Figure 1. Cell density map.
Scale bar: 50 microns. The die is cut into 17 by 21 equal tiles; dark purple is low, yellow is high, 0 to 100% covered.
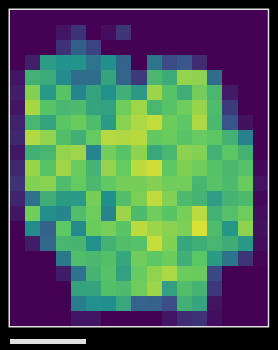
Figure 2. Signal metal coverage by tile.
The die is cut into 17 by 21 equal tiles; dark purple is low, yellow is high, scaled to the fullest tile. Values are wire area over tile area, all layers added.
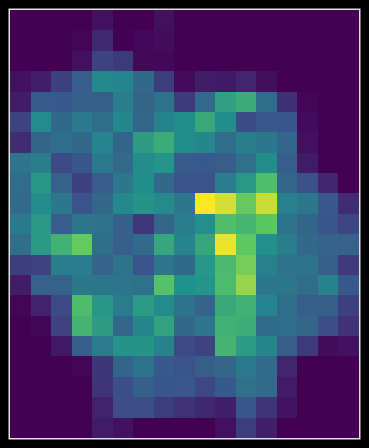
==> config.mk <==
export PLATFORM = sky130hd
export DESIGN_NAME = layer_mac_sequencer
export DESIGN_NICKNAME = d
export VERILOG_FILES = /design/src/rtl/nn_pkg.sv /design/src/rtl/neuron_mac.sv /design/src/rtl/layer_mac_sequencer.sv
export SDC_FILE = /design/constraint.sdc
export NUM_CORES = 1
export LEC_CHECK = 0
export ABC_AREA = 1
export CAP_MARGIN = 20
export CORE_ASPECT_RATIO = 1.25
export CORE_MARGIN = 8
export CORE_UTILIZATION = 46
export CTS_BUF_LIST = sky130_fd_sc_hd__clkbuf_2 sky130_fd_sc_hd__clkbuf_4 sky130_fd_sc_hd__clkbuf_8
export DETAILED_ROUTE_END_ITERATION = 10
export HOLD_SLACK_MARGIN = 0.12
export PLACE_DENSITY = 0.76
export SYNTH_ARGS = -nofsm -noshare
export SYNTH_HDL_FRONTEND = slang
export SYNTH_SLANG_ARGS = --single-unit
==> constraint.sdc <==
create_clock -name clk -period 9.7 [get_ports clk]
set_clock_uncertainty 0.15 [all_clocks]
set_input_delay 1.94 -clock clk [delete_from_list [all_inputs] [get_ports clk]]
set_output_delay 1.94 -clock clk [all_outputs]
set_load 0.01 [all_outputs]
==> impl_metrics.tcl <==
# flow metrics
set metrics [dict create \
    synth.largest_area_cell "sky130_fd_sc_hd__dfrtp_1" \
    post_synth_ao_oa_area_fraction_pct 6.06 \
    areaGrowthSynthToFinish_pct 13.8 \
    non_clock_buffer_count 115 \
    maxcap_viol_count 0 \
    synth_top_cell_by_count "sky130_fd_sc_hd__nand2_1" \
    instances_no_fill 2213 \
    grt-busiest-layer "met2" \
    top_cell_area_share_pct 25.9 \
    critical_path_arrival_ps 8460 \
    cp-end-kind "flip-flop" \
    clkTransAtPathRegs_ps 90 \
    grt_start_max_net_pins 88 \
    worst_slack_ps 1450 \
    timing.critical_path.slowest_cell_delay_ps 1060 \
    synth.area.mux_share_pct 0 \
    cts_max_level 4 \
    area_share_nonclk_buffers_pct 7.22 \
    post_synth.cell_area_avg_sq_um 8.00 \
    regToRegSetupSlack_ps 1450 \
    global_route_met2_utilization_pct 33.3 \
    nNonClkInverters 318 \
    die_height_microns 209 \
    synthSimpleGateAreaFrac_pct 22.9 \
    fin_worst_hold_slack_ps 322 \
    grt_first_pass_wirelength_microns 57900 \
    fmax_mhz 121 \
    fa_ha_area_share_pct 33.7 \
    layout.clock_buffers 18 \
    cts.repair.resized 0 \
    grt.met1_usage_pct 25.5 \
    clkCellAreaFrac_pct 2.58 \
    final_setup_violation_count 0 \
    outcome "completed" \
    dr_wl_met2_microns 16200 \
    layout_top_cell_excl_fill_tap "sky130_fd_sc_hd__nand2_1" \
    wl_met3_microns 2640 \
    cts_buffers 17 \
    drt.antenna.violating_nets 0 \
    synth.distinct_cells 38 \
    ys_cells 1705 \
    antenna_violations_before_repair 1 \
    drt-vias-per-instance 5.11 \
    drv_slew 0 \
    cts.root.buffer_cell "sky130_fd_sc_hd__clkbuf_8" \
    grt_overflow_total 0 \
    critPathMaxFanout 33 \
    register_area_sq_um 3530 \
    layout.nets 2141 \
    critPathBufInv 4 \
    commonest_cells_post_synth "535 x sky130_fd_sc_hd__nand2_1, 306 x sky130_fd_sc_hd__inv_1, 162 x sky130_fd_sc_hd__fa_1" \
    max_ffs_per_register 36 \
    placedCellCount 2181 \
    cts_tree "yes" \
    xor_share_pct 1.73 \
    layout-drive-gt1-share_pct 4.79 \
    syn-cell-area_sq_um 13600 \
    timing.critical_path.from_type "flip-flop" \
    most_frequently_placed_logic_cells_in_the_final_layout "535 x sky130_fd_sc_hd__nand2_1, 305 x sky130_fd_sc_hd__inv_1, 162 x sky130_fd_sc_hd__fa_1" \
    floorplan.io_pins 104 \
    synth_chip_area_sq_um 13600 \
    multi_input_logic_cell_count 1211 \
    worstHoldPathCells 2 \
    die_w_microns 170 \
    filler_cell_count 2748 \
    post_synth_inst_count 1705 \
    fin_tns_setup_ps 0 \
    timing_worst_slew_pin_value_ps 1070 \
    registers_synthesis 141 \
    min_path_type "reg2reg" \
    critical_path_class "reg2reg" \
    post-dp-hpwl_microns 26600 \
    synthTopLogicFamily "adder cells" \
    post-place-ws_ps 1530 \
    initCoreUtil_pct 46.7 \
    cts-root-to-sink-buffers 2 \
]
## Picture notes: Figure 1
densest ninth of the die: center
mean over tiles: 42%
tiles over 75% full: 22%
nearly empty tiles: 27%
core occupancy in the finished layout: 53.1%
Core Region: 29300 sq um

## Picture notes: Figure 2
emptiest ninth of the die: north-east
nearly empty tiles: 26%
fullest tile: 0.60
tiles over half the peak: 13%
densest ninth of the die: center
total routing usage reported by global routing: 20.0%
vias after detailed routing: 11.3k
Routed Wire Length: 33900 microns
Avg WL per Cell: 15.3 microns

